<file path="config.mk">
export PLATFORM = sky130hd
export DESIGN_NAME = result_bcd_display
export DESIGN_NICKNAME = d
export VERILOG_FILES = /design/src/rtl/result_bcd_display.sv
export SDC_FILE = /design/constraint.sdc
export NUM_CORES = 1
export LEC_CHECK = 0
export CAP_MARGIN = 25
export CELL_PAD_IN_SITES_DETAIL_PLACEMENT = 0
export CELL_PAD_IN_SITES_GLOBAL_PLACEMENT = 1
export CORE_ASPECT_RATIO = 0.9
export CORE_MARGIN = 2
export CORE_UTILIZATION = 30
export CTS_CLUSTER_DIAMETER = 40
export CTS_CLUSTER_SIZE = 16
export DETAILED_ROUTE_END_ITERATION = 7
export HOLD_SLACK_MARGIN = 0.1
export PLACE_DENSITY_LB_ADDON = 0.15
export SYNTH_ARGS = -nofsm -noshare
export SYNTH_HDL_FRONTEND = slang
export SYNTH_SLANG_ARGS = --single-unit
</file>
<file path="constraint.sdc">
create_clock -name clk -period 3 [get_ports clk]
set_clock_uncertainty 0.2 [all_clocks]
set_input_delay 0.6 -clock clk [delete_from_list [all_inputs] [get_ports clk]]
set_output_delay 0.6 -clock clk [all_outputs]
set_load 0.005 [all_outputs]
</file>
<file path="src/rtl/result_bcd_display.sv">
// ---------------------------------------------------------------------------
// result_bcd_display
//
// Shows the box-nesting solver's binary answer in decimal on six
// seven-segment displays. A sequential double-dabble (shift-and-add-3)
// converts one input bit per cycle. A new conversion starts whenever the
// input differs from the value currently shown. The block also blanks leading
// zeros and shows dashes on overflow.
//
// Parameters
//   IN_W      width of the binary input (4..32)
//   BLANK_LZ  1 = blank leading zero digits, 0 = always show six digits
//
// Ports
//   clk              system clock
//   rst              synchronous, active-high reset
//   value[IN_W-1:0]  binary result from the solver
//   hled0..hled5     active-low segments (bit0=a .. bit6=g); hled0 = ones
//   busy             high while a conversion is in progress
//   updated          one-cycle pulse when the display registers change
//   ovf              high while the displayed value exceeds 999999
// ---------------------------------------------------------------------------
module result_bcd_display #(
  parameter int IN_W     = 24,
  parameter bit BLANK_LZ = 1'b1
) (
  input  logic            clk,
  input  logic            rst,
  input  logic [IN_W-1:0] value,
  output logic [6:0]      hled0,
  output logic [6:0]      hled1,
  output logic [6:0]      hled2,
  output logic [6:0]      hled3,
  output logic [6:0]      hled4,
  output logic [6:0]      hled5,
  output logic            busy,
  output logic            updated,
  output logic            ovf
);

  typedef enum logic [1:0] {
    S_IDLE,
    S_CONVERT,
    S_LATCH
  } state_e;

  localparam int                CNT_W      = $clog2(IN_W + 1);
  localparam logic [CNT_W-1:0]  LAST_SHIFT = CNT_W'(IN_W - 1);
  localparam logic [6:0]        SEG_BLANK  = 7'b1111111;
  localparam logic [6:0]        SEG_DASH   = 7'b0111111;
  localparam logic [6:0]        SEG_ZERO   = 7'b1000000;

  // Active-low segment pattern for one BCD digit. Codes above 9 cannot come
  // out of a valid conversion, so they map to a dash.
  function automatic logic [6:0] seg7(input logic [3:0] d);
    case (d)
      4'd0:    seg7 = 7'b1000000;
      4'd1:    seg7 = 7'b1111001;
      4'd2:    seg7 = 7'b0100100;
      4'd3:    seg7 = 7'b0110000;
      4'd4:    seg7 = 7'b0011001;
      4'd5:    seg7 = 7'b0010010;
      4'd6:    seg7 = 7'b0000010;
      4'd7:    seg7 = 7'b1011000;
      4'd8:    seg7 = 7'b0000000;
      4'd9:    seg7 = 7'b0010000;
      default: seg7 = SEG_DASH;
    endcase
  endfunction

  // -------------------------------------------------------------------------
  // State and datapath registers
  // -------------------------------------------------------------------------
  state_e            state_q, state_d;
  logic [IN_W-1:0]   last_value_q, last_value_d;
  logic [IN_W-1:0]   cap_value_q, cap_value_d;
  logic              cap_ovf_q, cap_ovf_d;
  logic [IN_W-1:0]   shift_q, shift_d;
  logic [23:0]       bcd_q, bcd_d;
  logic [CNT_W-1:0]  cnt_q, cnt_d;
  logic [6:0]        hled_q [6];
  logic [6:0]        hled_d [6];
  logic              busy_q, busy_d;
  logic              updated_q, updated_d;
  logic              ovf_q, ovf_d;

  // FSM control strobes
  logic              capture_en;
  logic              shift_en;
  logic              latch_en;

  // Helper terms
  logic              value_changed;
  logic              last_shift;
  logic [32:0]       value_wide;
  logic [23:0]       bcd_adj;
  logic [6:0]        seg_new [6];
  logic              leading_zero;

  assign value_changed = (value != last_value_q);
  assign last_shift    = (cnt_q == LAST_SHIFT);
  // Widened so the 999999 comparison works for every IN_W. For IN_W < 20
  // the compare is constant false.
  assign value_wide    = 33'(value);

  // -------------------------------------------------------------------------
  // FSM: state register
  // -------------------------------------------------------------------------
  // NOTE: sequential state uses non-blocking assignments so every flop samples
  // the values present before the edge, whatever the block order.
  always_ff @(posedge clk) begin
    if (rst) state_q <= S_IDLE;
    else     state_q <= state_d;
  end

  // -------------------------------------------------------------------------
  // FSM: next-state logic
  // -------------------------------------------------------------------------
  // NOTE: each combinational output gets a default before the case, so no
  // path leaves it unassigned and no latch is inferred.
  always_comb begin
    state_d = state_q;
    case (state_q)
      S_IDLE:    if (value_changed) state_d = S_CONVERT;
      S_CONVERT: if (last_shift)    state_d = S_LATCH;
      S_LATCH:                      state_d = S_IDLE;
      default:                      state_d = S_IDLE;
    endcase
  end

  // -------------------------------------------------------------------------
  // FSM: output decode
  // -------------------------------------------------------------------------
  always_comb begin
    capture_en = 1'b0;
    shift_en   = 1'b0;
    latch_en   = 1'b0;
    case (state_q)
      S_IDLE:    capture_en = value_changed;
      S_CONVERT: shift_en   = 1'b1;
      S_LATCH:   latch_en   = 1'b1;
      default:   ;
    endcase
  end

  // -------------------------------------------------------------------------
  // Double-dabble correction: each nibble >= 5 gets +3 before the shift, so
  // it carries correctly into the next decade when doubled.
  // -------------------------------------------------------------------------
  always_comb begin
    bcd_adj = bcd_q;
    for (int i = 0; i < 6; i++) begin
      if (bcd_q[4*i +: 4] >= 4'd5) bcd_adj[4*i +: 4] = bcd_q[4*i +: 4] + 4'd3;
    end
  end

  // -------------------------------------------------------------------------
  // Display patterns from the finished BCD value. Scan from the top digit
  // down. A digit is blank while every digit above it (and itself) is zero.
  // The ones digit is always shown, so zero still appears as "0".
  // -------------------------------------------------------------------------
  always_comb begin
    leading_zero = 1'b1;
    for (int i = 5; i >= 0; i--) begin
      if (cap_ovf_q)
        seg_new[i] = SEG_DASH;
      else if (BLANK_LZ && (i != 0) && leading_zero && (bcd_q[4*i +: 4] == 4'd0))
        seg_new[i] = SEG_BLANK;
      else
        seg_new[i] = seg7(bcd_q[4*i +: 4]);
      if (bcd_q[4*i +: 4] != 4'd0) leading_zero = 1'b0;
    end
  end

  // -------------------------------------------------------------------------
  // Datapath next-state logic
  // -------------------------------------------------------------------------
  always_comb begin
    last_value_d = last_value_q;
    cap_value_d  = cap_value_q;
    cap_ovf_d    = cap_ovf_q;
    shift_d      = shift_q;
    bcd_d        = bcd_q;
    cnt_d        = cnt_q;
    hled_d       = hled_q;
    busy_d       = busy_q;
    updated_d    = 1'b0;
    ovf_d        = ovf_q;

    if (capture_en) begin
      shift_d     = value;
      cap_value_d = value;
      cap_ovf_d   = (value_wide > 33'd999999);
      bcd_d       = '0;
      cnt_d       = '0;
      busy_d      = 1'b1;
    end

    if (shift_en) begin
      // The BCD bit shifted out above bit 23 is dropped. Values that large
      // are flagged by cap_ovf and shown as dashes.
      bcd_d   = {bcd_adj[22:0], shift_q[IN_W-1]};
      shift_d = {shift_q[IN_W-2:0], 1'b0};
      cnt_d   = cnt_q + CNT_W'(1);
    end

    if (latch_en) begin
      hled_d       = seg_new;
      last_value_d = cap_value_q;
      ovf_d        = cap_ovf_q;
      updated_d    = 1'b1;
      busy_d       = 1'b0;
    end
  end

  // -------------------------------------------------------------------------
  // Datapath registers
  // -------------------------------------------------------------------------
  // NOTE: every register here is reset, including the working shift and BCD
  // registers. A reset mid-conversion then leaves no stale partial result.
  always_ff @(posedge clk) begin
    if (rst) begin
      last_value_q <= '0;
      cap_value_q  <= '0;
      cap_ovf_q    <= 1'b0;
      shift_q      <= '0;
      bcd_q        <= '0;
      cnt_q        <= '0;
      hled_q[0]    <= SEG_ZERO;
      for (int i = 1; i < 6; i++) hled_q[i] <= SEG_BLANK;
      busy_q       <= 1'b0;
      updated_q    <= 1'b0;
      ovf_q        <= 1'b0;
    end else begin
      last_value_q <= last_value_d;
      cap_value_q  <= cap_value_d;
      cap_ovf_q    <= cap_ovf_d;
      shift_q      <= shift_d;
      bcd_q        <= bcd_d;
      cnt_q        <= cnt_d;
      hled_q       <= hled_d;
      busy_q       <= busy_d;
      updated_q    <= updated_d;
      ovf_q        <= ovf_d;
    end
  end

  assign hled0   = hled_q[0];
  assign hled1   = hled_q[1];
  assign hled2   = hled_q[2];
  assign hled3   = hled_q[3];
  assign hled4   = hled_q[4];
  assign hled5   = hled_q[5];
  assign busy    = busy_q;
  assign updated = updated_q;
  assign ovf     = ovf_q;

endmodule

</file>
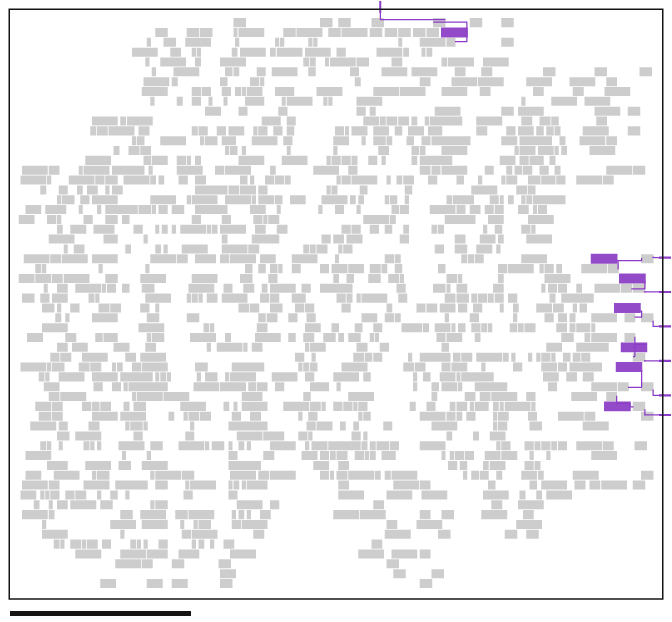
Run 1: wires at chosen ports, followed through buffers
Bar = 50 um.
- purple: hled3 (bits 7; direction output; edge 6 right, 1 top; end cells 7; buffers 7; wire 107 um)
# IOs: 71
Port-buffer cells: 70

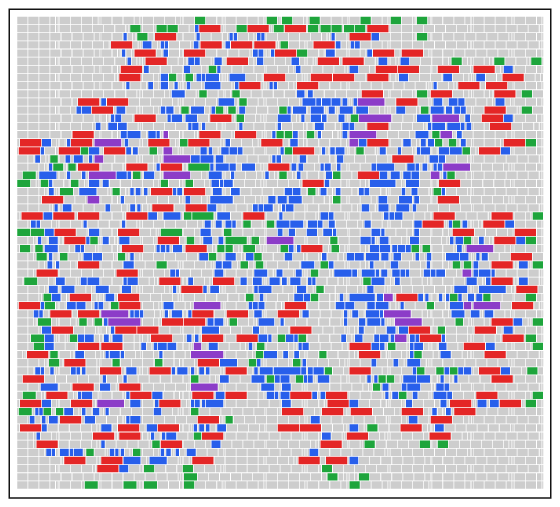
Run 1: placed cells, one color a class
Fill, decap, tap and diode cells in gray.
- blue: remaining logic cells (cells 649)
- purple: clock drivers and dummy loads (cells 32)
- red: registers (cells 191)
- green: remaining buffers and delay cells (cells 187)
fraction of area in registers: 34.6%
Final Util: 39.9%

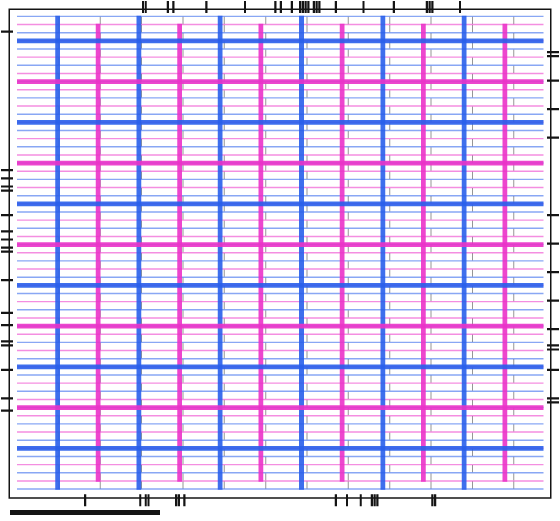
Run 1: PDN straps and rails
Bar = 50 um. Pins as bars on the die edge. Tap cells in gray.
- magenta: VDD
- blue: VSS
- tap cells: 360
- signal pins: 71
- met1 rails: 59
Die Width: 180 um
die height: 163 um

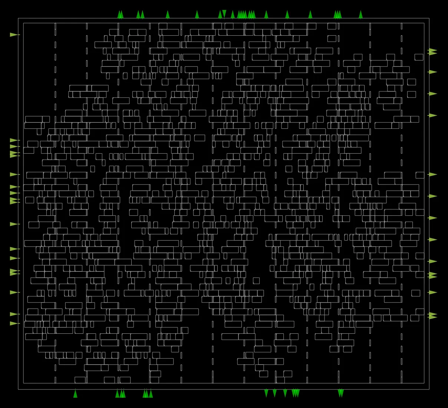
Run 1: placed standard cells
seq_cells: 191
core footprint: 27700 um2

==> CHANGELOG.md, run 1 <==
### Implementation results

* Finished Cell Area at between 10000 and 15000 um2
* Non-clk bufs at 187
* FF+latch count, synth at 191
* Synth warn at 0
* Fin Setup TNS at 0 ps
* Multi-Input Combinational at ~600
* Post-synth ARST share at 0%
* Initial antenna violation count at 0
* Number of buffers created by CTS at 17
* Post-DRT Antenna Nets at 0
* Drt first pass iters at 6
* Fin. max-slew vios at 0
* N_taps at around 360
* Gate power share at under 10%
* Post-CTS Hold Fix Bufs at 0
* P_seq at 2610 uW
* Via count at around 7000
* Period utilisation layout at between 90 and 100%
* Pre-CTS worst setup slack at -636 ps
* Clock network power share at 45.4%
* Yosys chip area at 8390 um2
* Register area at ~3800 um2
* CP Depth at 12
* Leakage power at roughly 0.0046 uW
* Arrival time worst endpoint at ~3000 ps
* Met3 usage at under 10%
* DRC at 0
* Max-area cell share at a little under half
* Worst R2R Start: last_value_q[5]
* Final Hold Vio Count at 0
* CP Capture Type: flip-flop
* Maximum clock path buffer count at 2
* Critical Path, Cell by Cell: clkdlybuf4s50_1 > xnor2_2 > nand4_1 > nor3_2 > buf_4 > nand3_1 > a21oi_2 > buf_4 > inv_1 > ha_1 > mux2i_1 > o221a_2
* Clock buf/inv share at 5.62%
* Status: complete, no violations
* Total power at between 5000 and 6000 uW
* Clk root buf: clkbuf_16
* Hold depth at 1
* Yosys cell count at between 800 and 900
* Fmax at about 350 MHz
* Maximum Capacitance Violations at 0
* Insertion Delay late pin at ~450 ps
* Synthesized instance count at about 900
* Sequential share of power at about half
* GRT busiest layer: met2
* Largest net degree at the start of global routing at about 55
* Fp util at 30.2%
* Crit path max-delay family: buffers and inverters
* Crit Path Max Fanout at 8
* # resized after CTS at 14
* Detailed Route WL at 22800 um
* Vias in the first global route at 7049
* RSZ-0062 raised after global routing: yes
* Placed inst area at just over 10000 um2
* Met1 usage at 20.8%
* Log Warnings at just over 60
* Mapped cell area at between 8000 and 9000 um2
Run 1, routed metal per tile:
36 x 33 tiles, from dark blue (low) to red (high), scaled to the fullest tile. Values are wire area over tile area, all layers added.
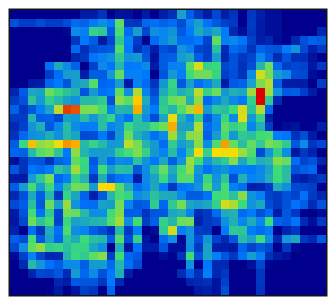

--- run 2 (diff from run 1) ---
Settings changed: MAX_ROUTING_LAYER set to met4.
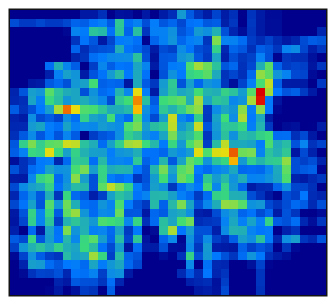
Run 2: routed metal per tile
36 x 33 tiles, from dark blue (low) to red (high), scaled to the fullest tile. Values are wire area over tile area, all layers added.
- emptiest ninth of the die: bottom right
- fullest tile: 0.51
- tiles over half the peak: 8.5%
- nearly empty tiles: 17%
gr usage total: 16.5%
Detailed Route WL: 22700 um

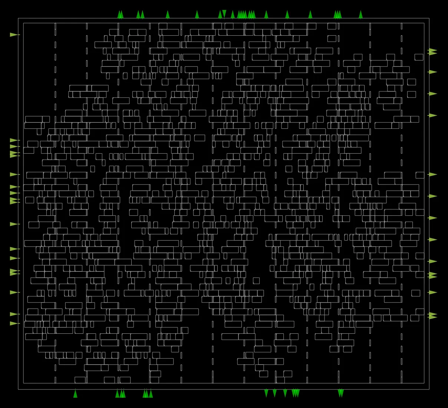
Run 2: placed standard cells
n_taps: 360
Fillers: 2807

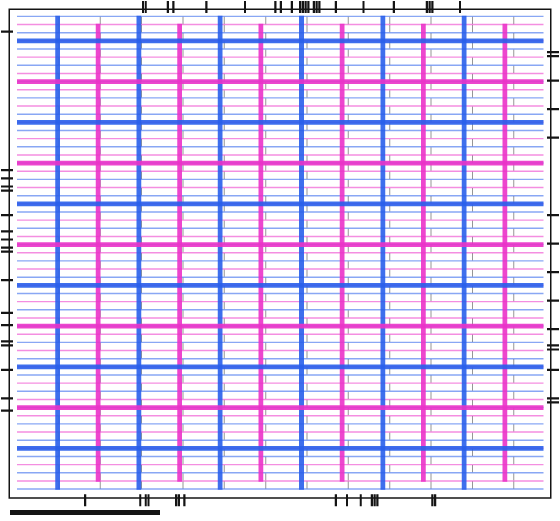
Run 2: PDN straps and rails
Bar = 50 um. Pins as bars on the die edge. Tap cells in gray.
- magenta: VDD
- blue: VSS
- met4 straps: 12
- tap cells: 360
- signal pins: 71
- met5 straps: 11
IR drop worst, VDD: 0.357 mV

==> run 2 against run 1 <==
  * Maximum frequency down 0.13%
  * First-iteration DRC count down 6.1%
  * Global-route usage up 0.47 points
  * Synthesized area unchanged
  * Setup slack worse by 3.7 ps
  * Clock-buffer cell count unchanged
  * Highest routed layer unchanged
  * Die area unchanged
  * Sequential share of layout area unchanged
  * Flip-flop count unchanged
  * Via count down 0.13%
==> CHANGELOG.md, run 2 <==
### Implementation results

* Port-buffer cells at 70 (unchanged)
* Clk root buf: clkbuf_16 (unchanged)
* Sequential share of power at 48.4% (about the same)
* Largest net degree at the start of global routing at 55 (unchanged)
* Clock buf/inv share at 5.62% (unchanged)
* DP HPWL at 15800 um (unchanged)
* # IOs at 71 (unchanged)
* Core footprint at 27700 um2 (unchanged)
* Fraction of area in registers at 34.6% (unchanged)
* Clock network power share at 45.4% (about the same)
* Initial antenna violation count at 0 (unchanged)
* # H-tree levels at 4 (unchanged)
* Die height at 163 um (unchanged)
* CP Depth at 12 (unchanged)
* Worst Setup Start Kind: primary input (unchanged)
* Die Width at 180 um (unchanged)
* Pre-CTS worst setup slack at -636 ps (unchanged)
* Register area at 3820 um2 (unchanged)
* Yosys cell count at 897 (unchanged)
* Non-clk bufs at 187 (unchanged)
* RSZ-0062 raised after global routing: yes (unchanged)
* CP Capture Type: flip-flop (unchanged)
* Via count at 6996 (was 7005)
* Leakage power at 0.00457 uW (about the same)
* Post-CTS Hold Fix Bufs at 0 (unchanged)
* Multi-Input Combinational at 608 (unchanged)
* Max-area cell share at 45.6% (unchanged)
* Total power at 5400 uW (about the same)
* Fp util at 30.2% (unchanged)
* Met1 usage at 20.9% (was 20.8%)
* Finished Cell Area at 11100 um2 (unchanged)
* Post-DRT Antenna Nets at 0 (unchanged)
* Crit path max-delay family: buffers and inverters (unchanged)
* Post-synth ARST share at 0% (unchanged)
* Fin Setup TNS at 0 ps (unchanged)
* Placed inst area at 10200 um2 (unchanged)
* Number of buffers created by CTS at 17 (unchanged)
* Library cells used by synthesis at 62 (unchanged)
* Gate power share at 6.2% (about the same)
* Min cycle time layout at 2850 ps (was 2840 ps)
* Synthesized instance count at 897 (unchanged)
* Std cell rows at 58 (unchanged)
* Period utilisation layout at 94.9% (was 94.8%)
* Critical Path, Cell by Cell: clkdlybuf4s50_1 > xnor2_2 > nand4_1 > nor3_2 > buf_4 > nand3_1 > a21oi_2 > buf_4 > inv_1 > ha_1 > mux2i_1 > o221a_2 (unchanged)
* Post-CTS setup-driven buffer insertion count at 0 (unchanged)
* Yosys chip area at 8390 um2 (unchanged)
* Insertion Delay late pin at 450 ps (about the same)
* Fmax at 351 MHz (was 352 MHz)
* NonClk Buf Share at 15.0% (unchanged)
* Arrival time worst endpoint at 3040 ps (about the same)
* WL/cell at 16.0 um (about the same)
* Vias in the first global route at 7031 (was 7049)
* Hold depth at 1 (unchanged)
* FF+latch count, synth at 191 (unchanged)
* Maximum clock path buffer count at 2 (unchanged)
* GRT busiest layer: met2 (unchanged)
* Met3 usage at 2.84% (was 3.22%)
* Status: complete, no violations (unchanged)
* Crit Path Max Fanout at 8 (unchanged)
* Compound-gate portion of the synthesized area at 24.1% (unchanged)
* Log Warnings at 61 (unchanged)
* Synth warn at 0 (unchanged)
* Drt first pass iters at 5 (was 6)
* Fin. max-slew vios at 0 (unchanged)
* Worst R2R Start: last_value_q[5] (unchanged)
* Maximum Capacitance Violations at 0 (unchanged)
Run 2, wires at chosen ports, followed through buffers:
Bar = 50 um.
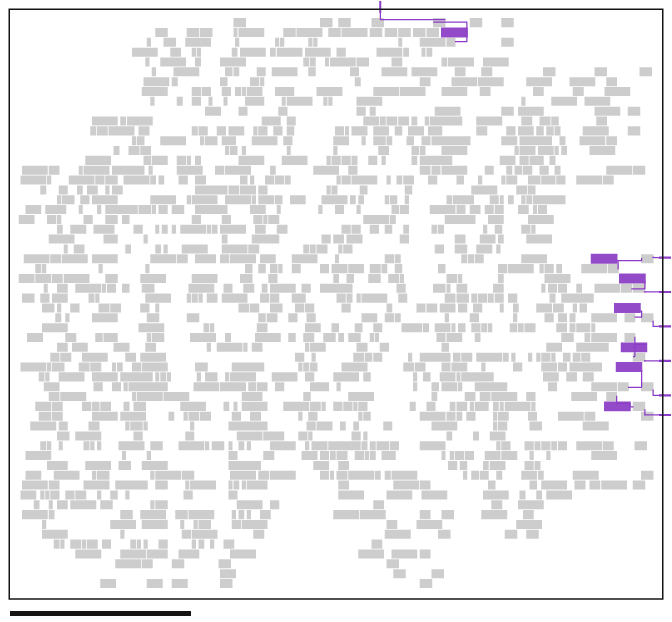

--- run 3 (diff from run 2) ---
Settings changed: PLACE_DENSITY_LB_ADDON 0.15 to 0.1.
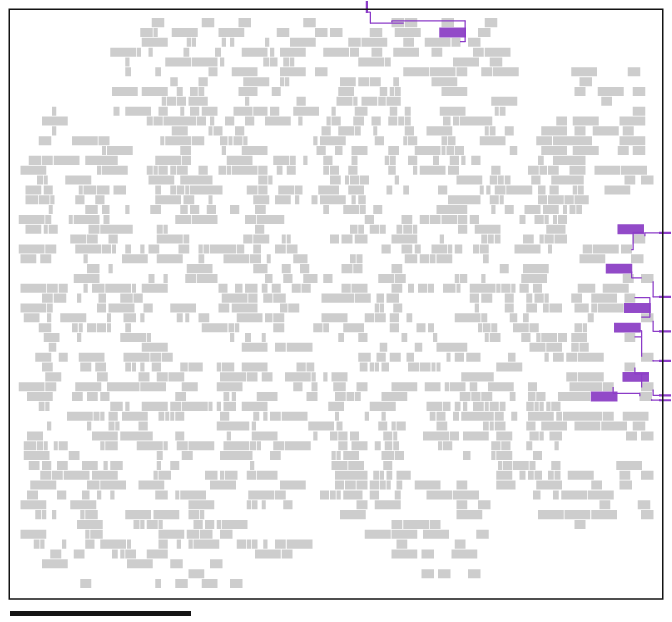
Run 3: wires at chosen ports, followed through buffers
Bar = 50 um.
- purple: hled3 (bits 7; direction output; edge 6 right, 1 top; end cells 7; buffers 7; wire 119 um)

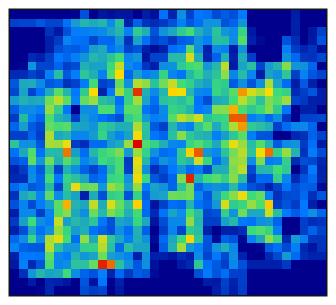
Run 3: routed metal per tile
36 x 33 tiles, from dark blue (low) to red (high), scaled to the fullest tile. Values are wire area over tile area, all layers added.
- densest ninth of the die: middle
- emptiest ninth of the die: bottom right
- nearly empty tiles: 13%
- mean over tiles: 0.12
- fullest tile: 0.43
- tiles over half the peak: 14%
gr usage total: 16.3%
WL/cell: 16.0 um
Detailed Route WL: 22800 um
via count: 7040

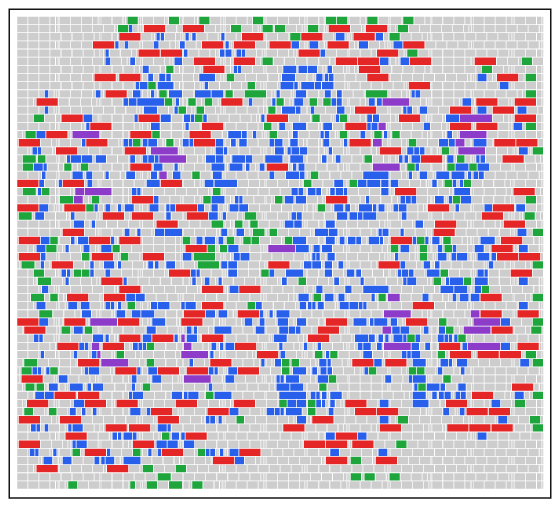
Run 3: placed cells, one color a class
Fill, decap, tap and diode cells in gray.
- green: remaining buffers and delay cells (cells 193)
- red: registers (cells 191)
- purple: clock drivers and dummy loads (cells 32)
- blue: remaining logic cells (cells 649)
Finished Cell Area: 11000 um2
fraction of area in registers: 34.6%

==> run 3 against run 2 <==
  * Total power shrank 2.5%
  * Synthesized area stayed put
  * First-iteration DRC count rose by 5.6%
  * Highest routed layer unchanged
  * Synthesized cell count is the same
  * Largest power group unchanged
  * Utilization shrank 0.090 points
  * Maximum frequency decreased by 0.49%
  * Critical path type unchanged
==> CHANGELOG.md, run 3 <==
### Implementation results

* Status: complete, no violations (unchanged)
* Placed inst area at 10200 um2 (about the same)
* Fillers at 2817 (was 2807)
* Mapped cell area at 8390 um2 (unchanged)
* Yosys chip area at 8390 um2 (unchanged)
* Final Util at 39.8% (was 39.9%)
* Inverters, non-clock at 41 (unchanged)
* CP Capture Type: flip-flop (unchanged)
* Drt first pass iters at 7 (was 5)
* P_seq at 2610 uW (about the same)
* Fmax at 349 MHz (was 351 MHz)
* Period utilisation layout at 95.4% (was 94.9%)
* # H-tree levels at 4 (unchanged)
* IR drop worst, VDD at 0.320 mV (was 0.357 mV)
* Synth warn at 0 (unchanged)
* Total power at 5260 uW (was 5400 uW)
* Min cycle time layout at 2860 ps (was 2850 ps)
* Clock buf/inv share at 5.31% (was 5.62%)
* Fp util at 30.2% (unchanged)
* Synthesized instance count at 897 (unchanged)
* Compound-gate portion of the synthesized area at 24.1% (unchanged)
* DP HPWL at 15900 um (was 15800 um)
* Arrival time worst endpoint at 3030 ps (was 3040 ps)
* Leakage power at 0.00456 uW (was 0.00457 uW)
* Die Width at 180 um (unchanged)
* Log Warnings at 59 (was 61)
* Post-CTS Hold Fix Bufs at 0 (unchanged)
* RSZ-0062 raised after global routing: no (was yes)
* Gate power share at 6.3% (was 6.2%)
* Clock network power share at 44.1% (was 45.4%)
* Non-clk bufs at 193 (was 187)
* Number of buffers created by CTS at 17 (unchanged)
* Psw at 1290 uW (was 1330 uW)
* Worst R2R Start: last_value_q[5] (unchanged)
* Met1 usage at 21.5% (was 20.9%)
* # IOs at 71 (unchanged)
* Fin Setup TNS at 0 ps (unchanged)
* Insertion Delay late pin at 450 ps (about the same)
* Critical Path, Cell by Cell: clkdlybuf4s50_1 > xnor2_2 > nand4_1 > nor3_2 > a21o_1 > buf_6 > a22oi_2 > nor2_1 > inv_1 > ha_2 > mux2_4 > a221oi_2 (was clkdlybuf4s50_1 > xnor2_2 > nand4_1 > nor3_2 > buf_4 > nand3_1 > a21oi_2 > buf_4 > inv_1 > ha_1 > mux2i_1 > o221a_2)
* Max-area cell share at 45.6% (unchanged)
* Worst Setup Start Kind: primary input (unchanged)
* Crit path max-delay family: buffers and inverters (unchanged)
* Post-CTS setup-driven buffer insertion count at 1 (was 0)
* Pre-CTS worst setup slack at -670 ps (was -636 ps)
* Crit Path Max Fanout at 4 (was 8)
* Register area at 3820 um2 (unchanged)
* Fin. max-slew vios at 0 (unchanged)
* Multi-Input Combinational at 608 (unchanged)
* Vias in the first global route at 6901 (was 7031)
* Clk root buf: clkbuf_16 (unchanged)
* GRT busiest layer: met2 (unchanged)
* Met3 usage at 2.73% (was 2.84%)
* Seq_cells at 191 (unchanged)
* Maximum Capacitance Violations at 0 (unchanged)
* Largest net degree at the start of global routing at 60 (was 55)
* Post-DRT Antenna Nets at 0 (unchanged)
* Post-synth ARST share at 0% (unchanged)
* Hold depth at 1 (unchanged)
* Library cells used by synthesis at 62 (unchanged)
* Std cell rows at 58 (unchanged)
* FF+latch count, synth at 191 (unchanged)
* Port-buffer cells at 70 (unchanged)
* Yosys cell count at 897 (unchanged)
No activity file was given, so power comes from the tool's default toggle rates.
